### config.mk
export PLATFORM = sky130hd
export DESIGN_NAME = text_plane_buffer
export DESIGN_NICKNAME = d
export VERILOG_FILES = /design/src/rtl/text_plane_buffer.sv
export SDC_FILE = /design/constraint.sdc
export NUM_CORES = 1
export LEC_CHECK = 0
export CAP_MARGIN = 20
export CORE_ASPECT_RATIO = 1.25
export CORE_MARGIN = 3
export CORE_UTILIZATION = 55
export DETAILED_ROUTE_END_ITERATION = 8
export GPL_ROUTABILITY_DRIVEN = 0
export PLACE_DENSITY = 0.71
export SLEW_MARGIN = 20
export SYNTH_ARGS = -nofsm -noshare
export SYNTH_HDL_FRONTEND = slang
export SYNTH_SLANG_ARGS = --single-unit
### constraint.sdc
create_clock -name clk -period 5.4 [get_ports clk]
set_input_delay 1.62 -clock clk [delete_from_list [all_inputs] [get_ports clk]]
set_output_delay 1.62 -clock clk [all_outputs]
set_load 0.05 [all_outputs]
### src/rtl/text_plane_buffer.sv
// -----------------------------------------------------------------------------
// text_plane_buffer
//
// Character plane for the text display path: ROWS x COLS cells of CW-bit
// character codes. A terminal-style command stream (PUT, NEWLINE, BACKSPACE,
// CLEAR) writes through an internal cursor. The display scanner reads any
// cell through a registered, one-cycle-latency read port. A sequential engine
// blanks the plane (FILL) and, when enabled, scrolls it up one row (SCROLL).
//
// Build option:
//   TEXT_PLANE_SCROLL_EN  defined   -> advancing past the last row scrolls
//                                      the plane up and keeps the cursor on
//                                      the last row.
//                         undefined -> advancing past the last row wraps the
//                                      cursor to row 0; no scroll hardware.
//
// Ports:
//   clk       in   system clock, rising edge
//   reset     in   synchronous active-low reset (restarts a full clear)
//   cmd       in   0 PUT, 1 NEWLINE, 2 BACKSPACE, 3 CLEAR
//   din       in   character for PUT (ERASE is stored as BLANK)
//   in_valid  in   command present
//   in_ready  out  command accepted on this edge when in_valid is high
//   rd_row    in   display read row
//   rd_col    in   display read column
//   rd_data   out  registered cell contents (BLANK when address out of range)
//   cur_row   out  cursor row
//   cur_col   out  cursor column
//   busy      out  clear/scroll engine active
// -----------------------------------------------------------------------------
module text_plane_buffer #(
  parameter int unsigned   ROWS  = 7,
  parameter int unsigned   COLS  = 20,
  parameter int unsigned   CW    = 8,
  parameter logic [CW-1:0] BLANK = CW'(129),
  parameter logic [CW-1:0] ERASE = CW'(8'hFF),
  localparam int unsigned  RW    = (ROWS > 1) ? $clog2(ROWS) : 1,
  localparam int unsigned  CLW   = (COLS > 1) ? $clog2(COLS) : 1
) (
  input  logic           clk,
  input  logic           reset,
  input  logic [1:0]     cmd,
  input  logic [CW-1:0]  din,
  input  logic           in_valid,
  output logic           in_ready,
  input  logic [RW-1:0]  rd_row,
  input  logic [CLW-1:0] rd_col,
  output logic [CW-1:0]  rd_data,
  output logic [RW-1:0]  cur_row,
  output logic [CLW-1:0] cur_col,
  output logic           busy
);

  localparam int unsigned CELLS = ROWS * COLS;
  // Wide enough to hold CELLS itself so no linear index ever truncates.
  localparam int unsigned IW    = $clog2(CELLS + 1);

  localparam logic [IW-1:0]  IDX_LAST = IW'(CELLS - 1);
  localparam logic [IW-1:0]  IDX_COLS = IW'(COLS);
  localparam logic [RW-1:0]  ROW_LAST = RW'(ROWS - 1);
  localparam logic [CLW-1:0] COL_LAST = CLW'(COLS - 1);
  localparam logic [RW:0]    ROWS_EXT = (RW + 1)'(ROWS);
  localparam logic [CLW:0]   COLS_EXT = (CLW + 1)'(COLS);
`ifdef TEXT_PLANE_SCROLL_EN
  localparam logic [IW-1:0]  IDX_SCROLL_LAST = IW'((ROWS - 1) * COLS - 1);
  localparam logic [IW-1:0]  IDX_LAST_ROW    = IW'((ROWS - 1) * COLS);
`endif

  localparam logic [1:0] CMD_PUT       = 2'd0;
  localparam logic [1:0] CMD_NEWLINE   = 2'd1;
  localparam logic [1:0] CMD_BACKSPACE = 2'd2;
  localparam logic [1:0] CMD_CLEAR     = 2'd3;

`ifdef TEXT_PLANE_SCROLL_EN
  typedef enum logic [1:0] {
    S_IDLE   = 2'd0,
    S_FILL   = 2'd1,
    S_SCROLL = 2'd2
  } state_e;
`else
  typedef enum logic [1:0] {
    S_IDLE   = 2'd0,
    S_FILL   = 2'd1
  } state_e;
`endif

  // Row-major linear cell index at full index width.
  function automatic logic [IW-1:0] lin_idx(input logic [RW-1:0] row,
                                            input logic [CLW-1:0] col);
    return (IW'(row) * IDX_COLS) + IW'(col);
  endfunction

  logic [CW-1:0]  mem_q [CELLS];

  state_e         state_q, state_d;
  logic [IW-1:0]  idx_q, idx_d;
  logic [RW-1:0]  row_q, row_d;
  logic [CLW-1:0] col_q, col_d;
  logic [CW-1:0]  rd_data_q;

  logic           accept;
  logic           adv_row;
  logic [IW-1:0]  cur_idx;
  logic           wr_en;
  logic [IW-1:0]  wr_idx;
  logic [CW-1:0]  wr_data;
  logic           rd_ok;
  logic [IW-1:0]  rd_idx;

  assign in_ready = (state_q == S_IDLE) && reset;
  assign busy     = (state_q != S_IDLE);
  assign cur_row  = row_q;
  assign cur_col  = col_q;
  assign rd_data  = rd_data_q;

  assign accept  = in_valid && in_ready;
  assign cur_idx = lin_idx(row_q, col_q);
  assign rd_ok   = ({1'b0, rd_row} < ROWS_EXT) && ({1'b0, rd_col} < COLS_EXT);
  assign rd_idx  = rd_ok ? lin_idx(rd_row, rd_col) : '0;

  // Command decode, cursor movement, engine sequencing and the single write port.
  always_comb begin
    state_d = state_q;
    idx_d   = idx_q;
    row_d   = row_q;
    col_d   = col_q;
    adv_row = 1'b0;
    wr_en   = 1'b0;
    wr_idx  = cur_idx;
    wr_data = BLANK;
    case (state_q)
      S_IDLE: begin
        if (accept) begin
          case (cmd)
            CMD_PUT: begin
              wr_en   = 1'b1;
              wr_data = (din == ERASE) ? BLANK : din;
              if (col_q == COL_LAST) begin
                col_d   = '0;
                adv_row = 1'b1;
              end else begin
                col_d = col_q + CLW'(1);
              end
            end
            CMD_NEWLINE: begin
              col_d   = '0;
              adv_row = 1'b1;
            end
            CMD_BACKSPACE: begin
              // The new position is always the linear predecessor, whether
              // stepping left in the row or wrapping to the previous row end.
              if (col_q != '0) begin
                col_d  = col_q - CLW'(1);
                wr_en  = 1'b1;
                wr_idx = cur_idx - IW'(1);
              end else if (row_q != '0) begin
                row_d  = row_q - RW'(1);
                col_d  = COL_LAST;
                wr_en  = 1'b1;
                wr_idx = cur_idx - IW'(1);
              end else begin
                // Home position: nothing to erase, cursor stays.
                row_d = row_q;
              end
            end
            CMD_CLEAR: begin
              row_d   = '0;
              col_d   = '0;
              state_d = S_FILL;
              idx_d   = '0;
            end
            default: begin
              row_d = row_q;
            end
          endcase
          if (adv_row) begin
            if (row_q != ROW_LAST) begin
              row_d = row_q + RW'(1);
            end else begin
`ifdef TEXT_PLANE_SCROLL_EN
              row_d   = ROW_LAST;
              state_d = S_SCROLL;
              idx_d   = '0;
`else
              row_d   = '0;
`endif
            end
          end else begin
            adv_row = 1'b0;
          end
        end else begin
          state_d = S_IDLE;
        end
      end
      S_FILL: begin
        wr_en  = 1'b1;
        wr_idx = idx_q;
        if (idx_q == IDX_LAST) begin
          state_d = S_IDLE;
          idx_d   = '0;
        end else begin
          idx_d = idx_q + IW'(1);
        end
      end
`ifdef TEXT_PLANE_SCROLL_EN
      S_SCROLL: begin
        // Copy the cell one row below into the current cell; the last row
        // is left for the FILL pass that follows.
        wr_en   = 1'b1;
        wr_idx  = idx_q;
        wr_data = mem_q[idx_q + IDX_COLS];
        if (idx_q == IDX_SCROLL_LAST) begin
          state_d = S_FILL;
          idx_d   = IDX_LAST_ROW;
        end else begin
          idx_d = idx_q + IW'(1);
        end
      end
`endif
      default: begin
        // Unreachable encoding: recover by re-clearing the plane.
        state_d = S_FILL;
        idx_d   = '0;
      end
    endcase
  end

  // Engine state, engine index and cursor registers.
  always_ff @(posedge clk) begin
    if (!reset) begin
      state_q <= S_FILL;
      idx_q   <= '0;
      row_q   <= '0;
      col_q   <= '0;
    end else begin
      state_q <= state_d;
      idx_q   <= idx_d;
      row_q   <= row_d;
      col_q   <= col_d;
    end
  end

  // Cell storage; no reset so it maps onto RAM, the FILL pass initialises it.
  always_ff @(posedge clk) begin
    if (reset && wr_en) begin
      mem_q[wr_idx] <= wr_data;
    end
  end

  // Registered display read port; sees pre-write contents on a same-cell hit.
  always_ff @(posedge clk) begin
    if (!reset) begin
      rd_data_q <= BLANK;
    end else if (rd_ok) begin
      rd_data_q <= mem_q[rd_idx];
    end else begin
      rd_data_q <= BLANK;
    end
  end

endmodule
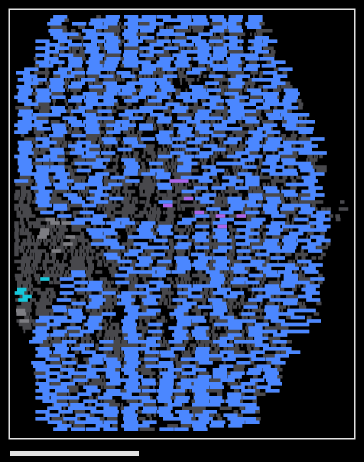
Fig. 1. Sequential cells grouped by signal name.
Bar = 100 um. Other sequential cells in the stronger gray, the rest of the logic in the fainter gray.
[cyan] cur_col | sequential cells: 5
[purple] rd_data | sequential cells: 8 | where: middle
[blue] mem_q | sequential cells: 1120 | where: widely spread
not colored: 12

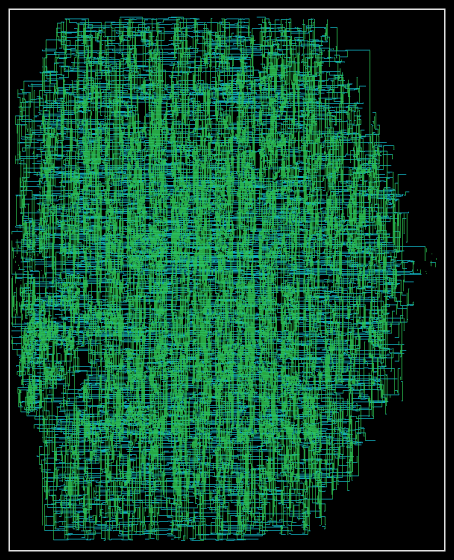
Fig. 2. Routed metal, one color a layer.
Two of the layers only.
[cyan] M1 | wire length: 48.2 mm
[green] M2 | wire length: 66.0 mm

==> run summary <==
Here are the numbers from the latest Yosys + OpenROAD run.

In the synthesized netlist, mux cells make up 8.181% of the area. The flip-flop and latch power is 9.64 mW. The number of antenna diodes is 2. The clock root buffer is sky130_fd_sc_hd__clkbuf_16. The number of max-cap violations is 0.

The startpoint of the worst hold path is idx_q[1]. The finished cells cover 54250 um2. The worst VDD IR drop from the latest analysis is 0.2643 mV. The worst setup path is captured at a register.

Among logic cells in the layout, the one with the most instances is sky130_fd_sc_hd__edfxtp_1. For this sky-water flow run, the detailed-routed wirelength per cell is reported as 31.71 um. In the final layout, non-clock buffers account for 5.803% of the cell area. For this run, the final setup violation count is recorded as 0. Hold timing on the final database bottoms out at a slack of 601.2 ps. Grouping non-sequential cells by family puts the most area in AND-OR/OR-AND gates. The total power per unit cell area is 340.4 nW/um2. In this run the critical register-to-register path is launched from cur_col[0]. Tracing the worst setup path back leads to its startpoint at rd_row[0]. The first-pass iteration count of the detailed router came out at 6. Setup repair after global routing left no endpoint under its margin. The Yosys chip area is 47060 um2.

The effective utilization at floorplan came out at 55.64%. The number of clock buffers added by TritonCTS is 104. The synthesized netlist cell count is 3041. The run finished with clean final reports. The part of the total power dissipated in sequential elements came out at 52.2%. The accumulated negative setup slack came out at 0 ps. The first-pass GRT wire length came out at 205000 um.

The number of antenna violations at the first check in global routing was 2. The part of the total power dissipated in combinational logic is 8.3%. The area-dominant cell class after layout is registers. The group with the largest share of power is sequential cells. The leakage component of the power was reported as 20.49 nW. The count of nets left with antenna violations once routing finished came out at 0. Of the cells placed in the final design, the portion with a size suffix greater than 1 is 19.51%. The script reports the combined buffer and inverter count of the critical path as 3. The final critical-path share of the clock period came out at 93.84%.

The uppermost metal layer occupied by signal nets is met5. The biggest area consumer among synthesized cells is sky130_fd_sc_hd__edfxtp_1. The switching power as a share of total power is 23.63%. The worst hold path stage count is 2. The share of the final layout cell area in sequential cells is 62.92%.
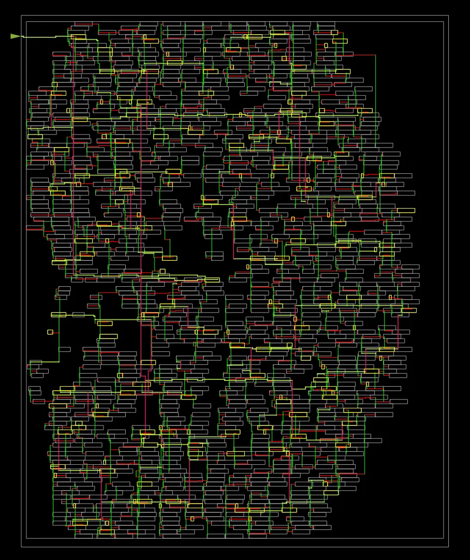
Fig. 3. Clock routing.
Clock buffer cells: 125
clk_lat worst skew: 720 ps

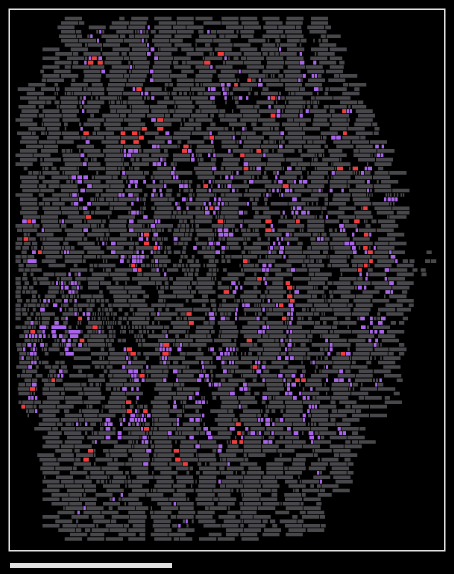
Fig. 4. Gate families picked out.
Bar = 100 um.
[red] non-inverting ao/oa cells | cells: 94
[purple] aoi and oai cells | cells: 587

-- Yosys cell counts (all sizes together) (8+ instances only) --
master,n
a2111oi,9
a211oi,27
a21o,8
a21oi,171
a221o,17
a221oi,18
a22oi,20
a31oi,32
a41oi,14
and2,17
and3,11
buf,84
clkbuf,119
dfxtp,25
edfxtp,1120
ha,21
inv,26
mux2,63
mux2i,190
mux4,55
nand2,134
nand2b,12
nand3,34
nand4,21
nor2,226
nor2b,18
nor3,99
nor4,17
o2111ai,13
o211a,12
o211ai,35
o21a,12
o21ai,119
o221ai,45
o22a,11
o22ai,39
o31ai,12
or3,21
-- sequential cells by signal, indices dropped and copies added (netlist names) --
signal and count:
cur_col 5, cur_row 3, idx_q 8, mem_q 1120
rd_data 8, state_q 1
Power figures rest on the tool's default switching activity, not on a simulated workload.
